**src/rtl/traffic_pkg.sv**
```systemverilog
// Shared state encoding and lamp patterns for the two-direction intersection controller.
package traffic_pkg;

  localparam int unsigned PHASE_W = 4;

  // Controller states; numeric values are what appears on the phase debug port.
  typedef enum logic [PHASE_W-1:0] {
    ST_AR_A  = 4'd0,
    ST_RO_A  = 4'd1,
    ST_GR_A  = 4'd2,
    ST_OR_A  = 4'd3,
    ST_AR_B  = 4'd4,
    ST_RO_B  = 4'd5,
    ST_GR_B  = 4'd6,
    ST_OR_B  = 4'd7,
    ST_FLASH = 4'd8
  } state_e;

  // One bit per lamp, head A first.
  typedef struct packed {
    logic red_a;
    logic orange_a;
    logic green_a;
    logic red_b;
    logic orange_b;
    logic green_b;
  } lamps_t;

  localparam lamps_t LAMPS_OFF  = lamps_t'(6'b000_000);
  localparam lamps_t LAMPS_AR   = lamps_t'(6'b100_100);
  localparam lamps_t LAMPS_RO_A = lamps_t'(6'b110_100);
  localparam lamps_t LAMPS_GR_A = lamps_t'(6'b001_100);
  localparam lamps_t LAMPS_OR_A = lamps_t'(6'b010_100);
  localparam lamps_t LAMPS_RO_B = lamps_t'(6'b100_110);
  localparam lamps_t LAMPS_GR_B = lamps_t'(6'b100_001);
  localparam lamps_t LAMPS_OR_B = lamps_t'(6'b100_010);

  // Steady lamp pattern for a state; FLASH oranges are overlaid by the controller.
  function automatic lamps_t lamp_pattern(input state_e s);
    lamps_t l;
    l = LAMPS_AR;
    case (s)
      ST_AR_A, ST_AR_B: l = LAMPS_AR;
      ST_RO_A:          l = LAMPS_RO_A;
      ST_GR_A:          l = LAMPS_GR_A;
      ST_OR_A:          l = LAMPS_OR_A;
      ST_RO_B:          l = LAMPS_RO_B;
      ST_GR_B:          l = LAMPS_GR_B;
      ST_OR_B:          l = LAMPS_OR_B;
      ST_FLASH:         l = LAMPS_OFF;
      default:          l = LAMPS_AR;
    endcase
    return l;
  endfunction

endpackage

```
**src/rtl/phase_timer.sv**
```systemverilog
// Loadable down-counter timing the current phase; expire_c flags the last cycle of a phase.
module phase_timer #(
  parameter int unsigned       CNT_W   = 8,
  parameter logic [CNT_W-1:0]  RST_VAL = '0
) (
  input  logic             clk,
  input  logic             rst,
  input  logic             load,
  input  logic [CNT_W-1:0] load_val,
  output logic             expire_c
);

  logic [CNT_W-1:0] count_q;
  logic [CNT_W-1:0] count_d;

  // Load wins; otherwise count down and park at zero.
  always_comb begin
    count_d = count_q;
    if (load) begin
      count_d = load_val;
    end else if (count_q != '0) begin
      count_d = count_q - CNT_W'(1);
    end
  end

  // Counter register.
  always_ff @(posedge clk or negedge rst) begin
    if (!rst) begin
      count_q <= RST_VAL;
    end else begin
      count_q <= count_d;
    end
  end

  assign expire_c = (count_q == '0);

endmodule

```
**src/rtl/traffic_intersection.sv**
```systemverilog
// Two-direction intersection controller with all-red clearance, pedestrian walk and night flashing.
module traffic_intersection
  import traffic_pkg::*;
#(
  parameter int unsigned CNT_W          = 8,
  parameter int unsigned ALLRED_CYC     = 2,
  parameter int unsigned RED_ORANGE_CYC = 1,
  parameter int unsigned GREEN_CYC      = 8,
  parameter int unsigned ORANGE_CYC     = 2,
  parameter int unsigned PED_CYC        = 5,
  parameter int unsigned FLASH_HALF     = 3
) (
  input  logic               clk,
  input  logic               rst,
  input  logic               night,
  input  logic               ped_req,
  output logic               red_a,
  output logic               orange_a,
  output logic               green_a,
  output logic               red_b,
  output logic               orange_b,
  output logic               green_b,
  output logic               walk,
  output logic [PHASE_W-1:0] phase
);

  localparam int unsigned CNT_MAX = (1 << CNT_W) - 1;

  // Reject durations that cannot be represented by the phase timer.
  if (ALLRED_CYC < 1 || ALLRED_CYC > CNT_MAX) begin : g_bad_allred
    $error("ALLRED_CYC out of range");
  end
  if (RED_ORANGE_CYC < 1 || RED_ORANGE_CYC > CNT_MAX) begin : g_bad_ro
    $error("RED_ORANGE_CYC out of range");
  end
  if (GREEN_CYC < 1 || GREEN_CYC > CNT_MAX) begin : g_bad_green
    $error("GREEN_CYC out of range");
  end
  if (ORANGE_CYC < 1 || ORANGE_CYC > CNT_MAX) begin : g_bad_orange
    $error("ORANGE_CYC out of range");
  end
  if (PED_CYC < 1 || PED_CYC > CNT_MAX) begin : g_bad_ped
    $error("PED_CYC out of range");
  end
  if (FLASH_HALF < 1 || FLASH_HALF > CNT_MAX) begin : g_bad_flash
    $error("FLASH_HALF out of range");
  end

  localparam logic [CNT_W-1:0] AR_VAL    = CNT_W'(ALLRED_CYC - 1);
  localparam logic [CNT_W-1:0] RO_VAL    = CNT_W'(RED_ORANGE_CYC - 1);
  localparam logic [CNT_W-1:0] GR_VAL    = CNT_W'(GREEN_CYC - 1);
  localparam logic [CNT_W-1:0] OR_VAL    = CNT_W'(ORANGE_CYC - 1);
  localparam logic [CNT_W-1:0] PED_VAL   = CNT_W'(PED_CYC - 1);
  localparam logic [CNT_W-1:0] FLASH_VAL = CNT_W'(FLASH_HALF - 1);

  state_e           state_q, state_d;
  logic             ped_q, ped_d;
  logic             flash_q, flash_d;
  logic             walk_q, walk_d;
  lamps_t           lamps_q, lamps_d;
  logic             enter_ar;
  logic             tmr_load;
  logic [CNT_W-1:0] tmr_val;
  logic             tmr_expire_c;

  phase_timer #(
    .CNT_W   (CNT_W),
    .RST_VAL (AR_VAL)
  ) u_timer (
    .clk      (clk),
    .rst      (rst),
    .load     (tmr_load),
    .load_val (tmr_val),
    .expire_c (tmr_expire_c)
  );

  // Next state, timer reload, pedestrian latch, flash phase and lamp decode of the next state.
  always_comb begin
    state_d  = state_q;
    ped_d    = ped_q | ped_req;
    flash_d  = flash_q;
    walk_d   = walk_q;
    enter_ar = 1'b0;
    tmr_load = 1'b0;
    tmr_val  = '0;

    if (state_q == ST_FLASH) begin
      if (!night) begin
        state_d  = ST_AR_A;
        flash_d  = 1'b0;
        enter_ar = 1'b1;
      end else if (tmr_expire_c) begin
        flash_d  = ~flash_q;
        tmr_load = 1'b1;
        tmr_val  = FLASH_VAL;
      end
    end else if (tmr_expire_c) begin
      tmr_load = 1'b1;
      walk_d   = 1'b0;
      case (state_q)
        ST_AR_A, ST_AR_B: begin
          if (night) begin
            state_d = ST_FLASH;
            flash_d = 1'b1;
            tmr_val = FLASH_VAL;
          end else begin
            state_d = (state_q == ST_AR_A) ? ST_RO_A : ST_RO_B;
            tmr_val = RO_VAL;
          end
        end
        ST_RO_A: begin
          state_d = ST_GR_A;
          tmr_val = GR_VAL;
        end
        ST_RO_B: begin
          state_d = ST_GR_B;
          tmr_val = GR_VAL;
        end
        ST_GR_A: begin
          state_d = ST_OR_A;
          tmr_val = OR_VAL;
        end
        ST_GR_B: begin
          state_d = ST_OR_B;
          tmr_val = OR_VAL;
        end
        ST_OR_A: begin
          state_d  = ST_AR_B;
          enter_ar = 1'b1;
        end
        ST_OR_B: begin
          state_d  = ST_AR_A;
          enter_ar = 1'b1;
        end
        default: begin
          state_d  = ST_AR_A;
          enter_ar = 1'b1;
        end
      endcase
    end

    // A latched request turns the coming all-red into a walk phase and is consumed by it.
    if (enter_ar) begin
      tmr_load = 1'b1;
      walk_d   = ped_q;
      tmr_val  = ped_q ? PED_VAL : AR_VAL;
      if (ped_q) begin
        ped_d = ped_req;
      end
    end

    lamps_d = lamp_pattern(state_d);
    if (state_d == ST_FLASH) begin
      lamps_d.orange_a = flash_d;
      lamps_d.orange_b = flash_d;
    end
  end

  // State and registered lamp outputs.
  always_ff @(posedge clk or negedge rst) begin
    if (!rst) begin
      state_q <= ST_AR_A;
      ped_q   <= 1'b0;
      flash_q <= 1'b0;
      walk_q  <= 1'b0;
      lamps_q <= LAMPS_AR;
    end else begin
      state_q <= state_d;
      ped_q   <= ped_d;
      flash_q <= flash_d;
      walk_q  <= walk_d;
      lamps_q <= lamps_d;
    end
  end

  assign red_a    = lamps_q.red_a;
  assign orange_a = lamps_q.orange_a;
  assign green_a  = lamps_q.green_a;
  assign red_b    = lamps_q.red_b;
  assign orange_b = lamps_q.orange_b;
  assign green_b  = lamps_q.green_b;
  assign walk     = walk_q;
  assign phase    = state_q;

endmodule

```
**config.mk**
```make
export PLATFORM = sky130hd
export DESIGN_NAME = traffic_intersection
export DESIGN_NICKNAME = d
export VERILOG_FILES = /design/src/rtl/traffic_pkg.sv /design/src/rtl/phase_timer.sv /design/src/rtl/traffic_intersection.sv
export SDC_FILE = /design/constraint.sdc
export NUM_CORES = 1
export LEC_CHECK = 0
export CORE_MARGIN = 2
export CORE_UTILIZATION = 50
export DETAILED_ROUTE_END_ITERATION = 10
export PLACE_DENSITY = 0.73
export SYNTH_ARGS = -nofsm -noshare
export SYNTH_HDL_FRONTEND = slang
export SYNTH_HIERARCHICAL = 1
export SYNTH_SLANG_ARGS = --single-unit
```
**constraint.sdc**
```tcl
create_clock -name clk -period 3.09 [get_ports clk]
set_input_delay 0.927 -clock clk [delete_from_list [all_inputs] [get_ports clk]]
set_output_delay 0.927 -clock clk [all_outputs]
set_load 0.02 [all_outputs]
```
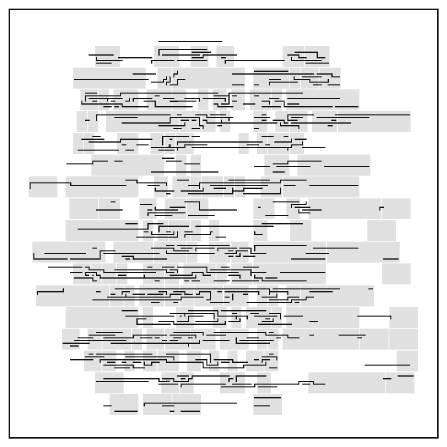
Figure 1: run 1, the metal 1 layer.
Scale: 8 px per um.
share of all routed wire: 48%
nets with wire on the layer: 143
longest straight run: 19.3 um
main direction: horizontal
wire length on this layer: 1190 um

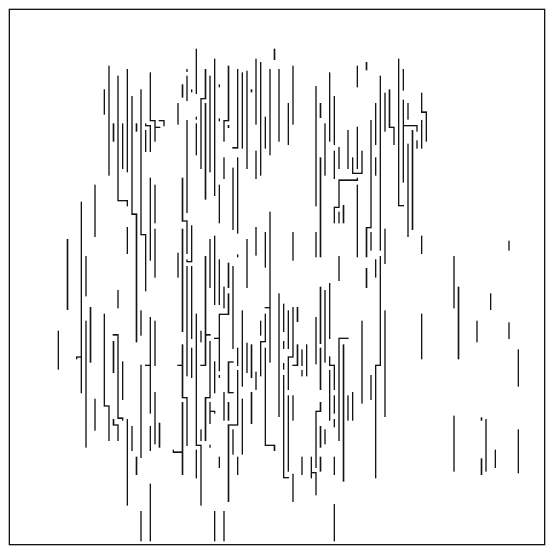
Figure 2: run 1, M2 wires.
Scale: 10 px per um.
longest straight run: 19.0 um
main direction: vertical
nets with wire on the layer: 125
wire length on this layer: 1140 um
share of all routed wire: 45%

==> results.tsv, run 1 <==
metric	value	unit
Fmax achieved	384	MHz
NonClk Buf Share	0.110	
most frequent cells in the layout	dfrtp_1 (18), clkdlybuf4s50_1 (14), nand2_1 (13)	
GRT overflow	0	
dpl cells	177	
Sum Neg Setup Slack	0	ns
sequential logic power	0.510	mW
outcome	finished clean	
clock-net power	0.128	mW
bufs w/o clock	16	
gp weighted congestion	0.843	
Synth Instances	138	
H-tree Lvls	1	
DR iter-0 viols	49	
maximum VDD drop	0.000425	V
Crit path largest cell delay	0.70	ns
clock buffers	3	
post-CTS sizing	0	
grt met1 use	0.290	
vias in the first global route	953	
total power draw	1.09	mW
PwrDens	771	nW/um^2
fill cell count	204	
area figure in the yosys stat output	1220	um^2
max reg flops	8	
DR WL met3	159	um
CP endpoint	phase[0]	
Hold Crit Endpoint	ped_q	
reg2reg end	u_timer/count_q[0]	
WP data arrival	1.68	ns
Sequential Power Share	0.470	
clk cell area share	0.0195	
final setup fails	0	
Leakage	0.538	nW
Int Pwr	0.628	mW
clk slew on worst S/H paths	0.11	ns
R2R cell count	10	
WHS Path Cells	1	
Synth Area in Simple Gates	0.202	
Dominant comb cell	AND-OR/OR-AND gates	
DRC Markers	0	
Root Buffer	clkbuf_4	
inverter count	7	
number of routed nets with antenna violations	0	
Longest Clk Path Bufs	2	
Global Route met2 Usage	0.302	
top_reg_cell synth	dfrtp_1	
DR vias/cell	6.02	
Max FO, Critical Path	17	
post-DP HPWL	1730	um
CP max-delay cell	clkdlybuf4s50_1	
Tcrit/Tclk final	0.843	
Seq share, synth	0.434	
dominant cell by count in the synthesized netlist	dfrtp_1	
XOR-XNOR Cells, Area Fraction	0.0144	
maxcap violations	0	
Setup crit start	phase[0]	
total CTS buffers	3	
class of the worst hold path	reg -> reg	
seq_cells	21	
Core Util, Final	0.625	
top cells by count, synth	dfrtp_1 (18), nand2_1 (13), nor2_1 (12), a21oi_1 (9), o22ai_1 (7)	
min cycle time layout	2.60	ns
met2 routed wirelength	1140	um
Post-CTS Setup Bufs	0	
Leading cell kind	logic gates	
Late-Pin Clk Latency	0.30	ns
Cell Area, Synth	1220	um^2
Cell Rows	17	
Area Growth Syn to Fin	15.5	%
Setup CP Type	reg -> out	
Cell variety after synth	48	
Synth top area share	0.369	
async set-reset flop share out of synthesis	1.00	
routed vias	1090	
top register by number of flip-flops	u_timer/count_q	
Comb pwr share	0.412	
crit-path cells	clkdlybuf4s50_1	
Total Nets Final	159	
top cells by area	dfrtp_1 (37%), dfstp_2 (6.5%), nand2_1 (4.0%)	
Comb group	0.447	mW
tool warning count	26	
comb_multi_in	105	
Worst Tran Pin Value	0.527	ns
antenna diode count	0	
switching pwr	0.457	mW
Reg2Reg Setup Slack	0.76	ns
CTS tree	built	
Sw Share	0.421	
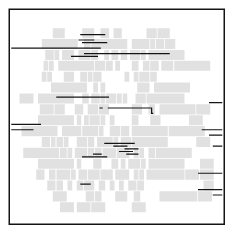
Figure 3: run 1, signal wires on met3.
Scale: 4 px per um.
wire length on this layer: 160 um
share of all routed wire: 6.4%
main direction: horizontal

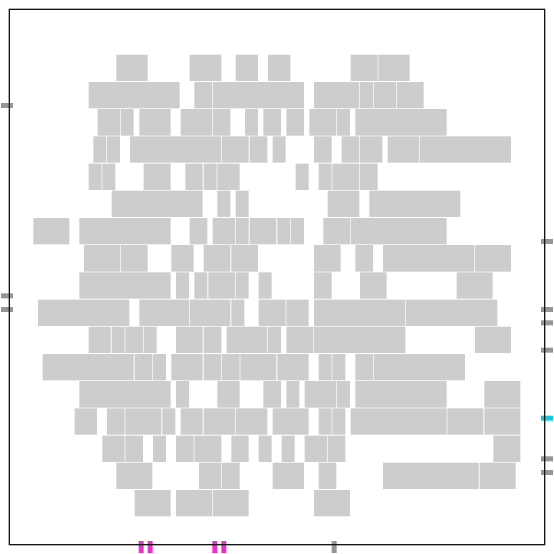
Figure 4: run 1, ports around the boundary.
Scale: 10 px per um. Pins as bars across the die edge, other pins in gray.
legend:
  phase:
    color: magenta
    pins: 4
    direction: output
    edge: bottom
  red_b:
    color: cyan
    pins: 1
    direction: output
    edge: right
all pins by edge: 7 right, 5 bottom, 3 left
chip height: 53.4 um
die width: 53.4 um
Buffers on Ports: 14

--- run 2 (diff from run 1) ---
- clock period: 3.09 -> 2.5 ns (I/O delays scaled with it)
==> run 2 against run 1 <==
Effect of this change:
- synthesized area unchanged
- global-route usage up 0.93 points
- synthesized cell count unchanged
- first-iteration DRC count decreased by 53%
- utilization is 2.3 points higher
- total power rose by 27%
- largest cell class unchanged
==> results.tsv, run 2 <==
metric	value	unit	change
clk cell area share	0.0188		was 0.0195
Setup crit start	phase[2]		was phase[0]
Dominant comb cell	AND-OR/OR-AND gates		unchanged
CTS tree	built		unchanged
Leakage	0.566	nW	was 0.538 nW
Int Pwr	0.802	mW	was 0.628 mW
Synth Area in Simple Gates	0.202		unchanged
grt met1 use	0.276		was 0.290
chip height	53.4	um	unchanged
Hold Crit Endpoint	ped_q		unchanged
post-DP HPWL	1870	um	was 1730 um
top cells by area	dfrtp_1 (37%), dfstp_2 (6.5%), nand2_1 (4.0%)		unchanged
inverter count	7		unchanged
antenna diode count	0		unchanged
DR iter-0 viols	23		was 49
dpl cells	182		was 177
total CTS buffers	3		unchanged
Total Nets Final	164		was 159
Reg2Reg Setup Slack	0.23	ns	was 0.76 ns
dominant cell by count in the synthesized netlist	dfrtp_1		unchanged
WP data arrival	1.62	ns	was 1.68 ns
crit-path cells	clkdlybuf4s50_1		unchanged
final setup fails	0		unchanged
Crit path largest cell delay	0.69	ns	was 0.70 ns
top register by number of flip-flops	u_timer/count_q		unchanged
number of routed nets with antenna violations	0		unchanged
maximum VDD drop	0.000636	V	was 0.000425 V
Comb pwr share	0.447		was 0.412
outcome	finished clean		unchanged
XOR-XNOR Cells, Area Fraction	0.0144		unchanged
Synth Instances	138		unchanged
WHS Path Cells	1		unchanged
total power draw	1.37	mW	was 1.09 mW
switching pwr	0.573	mW	was 0.457 mW
Seq share, synth	0.434		unchanged
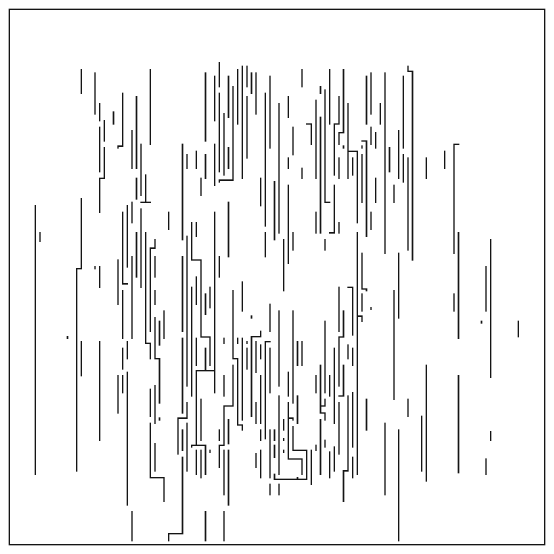
Figure 5: run 2, M2 wires.
Scale: 10 px per um.
nets with wire on the layer: 136
longest straight run: 26.9 um
share of all routed wire: 45%
main direction: vertical
routed vias: 1109
Global Route met2 Usage: 0.327
Post-Route WL: 2540 um

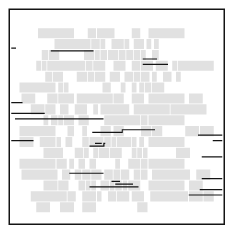
Figure 6: run 2, signal wires on met3.
Scale: 4 px per um.
longest straight run: 21.8 um
nets with wire on the layer: 18
main direction: horizontal
wire length on this layer: 137 um
share of all routed wire: 5.4%

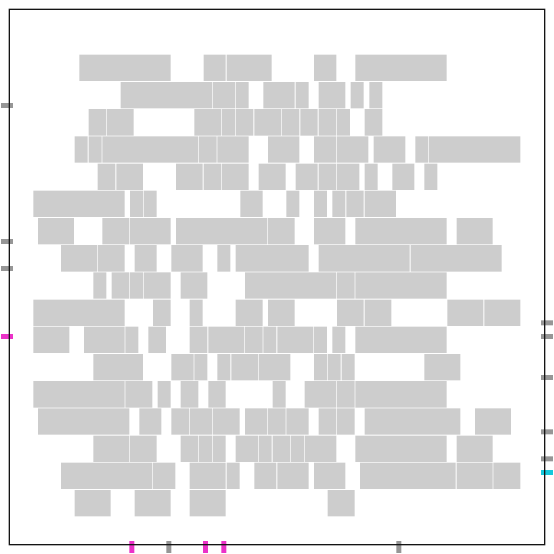
Figure 7: run 2, ports around the boundary.
Scale: 10 px per um. Pins as bars across the die edge, other pins in gray.
legend:
  phase:
    color: magenta
    pins: 4
    direction: output
    edge: 3 bottom, 1 left
  red_b:
    color: cyan
    pins: 1
    direction: output
    edge: right
all pins by edge: 6 right, 5 bottom, 4 left

--- run 3 (diff from run 2) ---
- CTS_BUF_LIST: default -> sky130_fd_sc_hd__clkbuf_8
- SYNTH_HIERARCHICAL: 1 -> default
==> run 3 against run 2 <==
Effect of this change:
- clock power increased by 35%
- worst hold slack improved by 0.0013 ns
- non-clock buffer count increased by 3
- die area decreased by 1.1%
- via count increased by 1.2%
- sequential share of layout area decreased by 0.12 points
- final area increased by 0.34%
- wire length increased by 19%
- total power increased by 42%
- sequential power increased by 15%
- highest routed layer unchanged
- count of clock-buffer cells in the layout unchanged
- synthesized cell count decreased by 6.5%
==> results.tsv, run 3 <==
metric	value	unit	change
outcome	finished clean		unchanged
CP endpoint	phase[3]		was phase[2]
seq_cells	21		unchanged
area figure in the yosys stat output	1200	um^2	was 1220 um^2
Max FO, Critical Path	16		was 14
Core Util, Final	0.650		was 0.648
dominant cell by count in the synthesized netlist	dfrtp_1		unchanged
Sum Neg Setup Slack	0	ns	unchanged
Late-Pin Clk Latency	0.26	ns	was 0.31 ns
clock-net power	0.219	mW	was 0.162 mW
maximum VDD drop	0.000808	V	was 0.000636 V
Area Growth Syn to Fin	21.7	%	was 19.8%
NonClk Buf Share	0.147		was 0.140
vias in the first global route	1083		was 951
Longest Clk Path Bufs	2		unchanged
chip height	53.1	um	was 53.4 um
antenna diode count	0		unchanged
clk cell area share	0.0316		was 0.0188
sequential logic power	0.689	mW	was 0.599 mW
WP data arrival	1.61	ns	was 1.62 ns
Leading cell kind	logic gates		unchanged
Global Route met2 Usage	0.379		was 0.327
Cell variety after synth	47		was 48
gp weighted congestion	0.953		was 0.936
Setup crit start	phase[3]		was phase[2]
grt met1 use	0.363		was 0.276
Worst Tran Pin Value	0.682	ns	was 0.504 ns
Setup CP Type	reg -> out		unchanged
routed vias	1122		was 1109
Buffers on Ports	14		unchanged
Post-CTS Setup Bufs	0		unchanged
Crit path largest cell delay	0.70	ns	was 0.69 ns
Post-Route WL	3010	um	was 2540 um
class of the worst hold path	reg -> reg		unchanged
Cell Rows	17		unchanged
tool warning count	27		was 26
Hold Crit Endpoint	walk		was ped_q
Int Pwr	1.09	mW	was 0.802 mW
top register by number of flip-flops	u_timer.count_q		was u_timer/count_q
async set-reset flop share out of synthesis	1.00		unchanged
total power draw	1.95	mW	was 1.37 mW
clk slew on worst S/H paths	0.08	ns	was 0.11 ns
Sw Share	0.441		was 0.417
Total Nets Final	157		was 164
H-tree Lvls	1		unchanged
maxcap violations	0		unchanged
most frequent cells in the layout	dfrtp_1 (18), nor2_1 (14), clkdlybuf4s50_1 (14)		was dfrtp_1 (18), clkdlybuf4s50_1 (14), nand2_1 (13)
Seq share, synth	0.439		was 0.434
inverter count	6		was 7
total CTS buffers	3		unchanged
top cells by area	dfrtp_1 (37%), dfstp_2 (6.5%), nor2_1 (4.4%)		was dfrtp_1 (37%), dfstp_2 (6.5%), nand2_1 (4.0%)
Tcrit/Tclk final	0.944		was 0.950
top cells by count, synth	dfrtp_1 (18), nor2_1 (14), a21oi_1 (9), nand2_1 (9), o21ai_0 (8)		was dfrtp_1 (18), nand2_1 (13), nor2_1 (12), a21oi_1 (9), o22ai_1 (7)
post-DP HPWL	2090	um	was 1870 um
switching pwr	0.859	mW	was 0.573 mW
WHS Path Cells	1		unchanged
post-CTS sizing	0		unchanged
Comb group	1.04	mW	was 0.614 mW
R2R cell count	5		was 10
Reg2Reg Setup Slack	0.25	ns	was 0.23 ns
Cell Area, Synth	1200	um^2	was 1220 um^2
bufs w/o clock	24		was 21
Fmax achieved	424	MHz	was 421 MHz
Dominant comb cell	AND-OR/OR-AND gates		unchanged
fill cell count	204		was 195
CTS tree	built		unchanged
top_reg_cell synth	dfrtp_1		unchanged
reg2reg end	orange_b		was u_timer/count_q[0]
XOR-XNOR Cells, Area Fraction	0.0363		was 0.0144
final setup fails	0		unchanged
Sequential Power Share	0.354		was 0.435
met2 routed wirelength	1380	um	was 1150 um
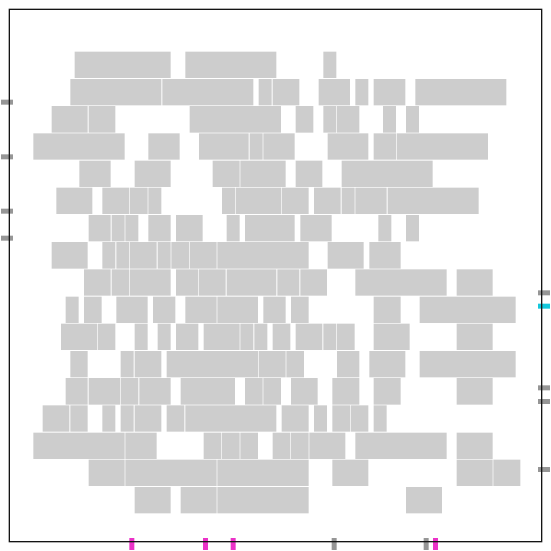
Figure 8: run 3, ports around the boundary.
Scale: 10 px per um. Pins as bars across the die edge, other pins in gray.
legend:
  phase:
    color: magenta
    pins: 4
    direction: output
    edge: bottom
  red_b:
    color: cyan
    pins: 1
    direction: output
    edge: right
all pins by edge: 6 bottom, 5 right, 4 left

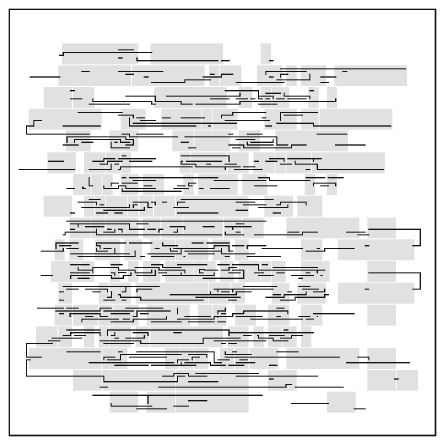
Figure 9: run 3, the metal 1 layer.
Scale: 8 px per um.
nets with wire on the layer: 141
longest straight run: 24.8 um
share of all routed wire: 45%

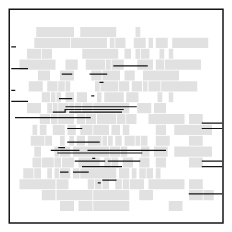
Figure 10: run 3, signal wires on met3.
Scale: 4 px per um.
share of all routed wire: 7.2%
main direction: horizontal
wire length on this layer: 216 um
nets with wire on the layer: 27
longest straight run: 20.9 um

Power and IR drop assume default switching activity.
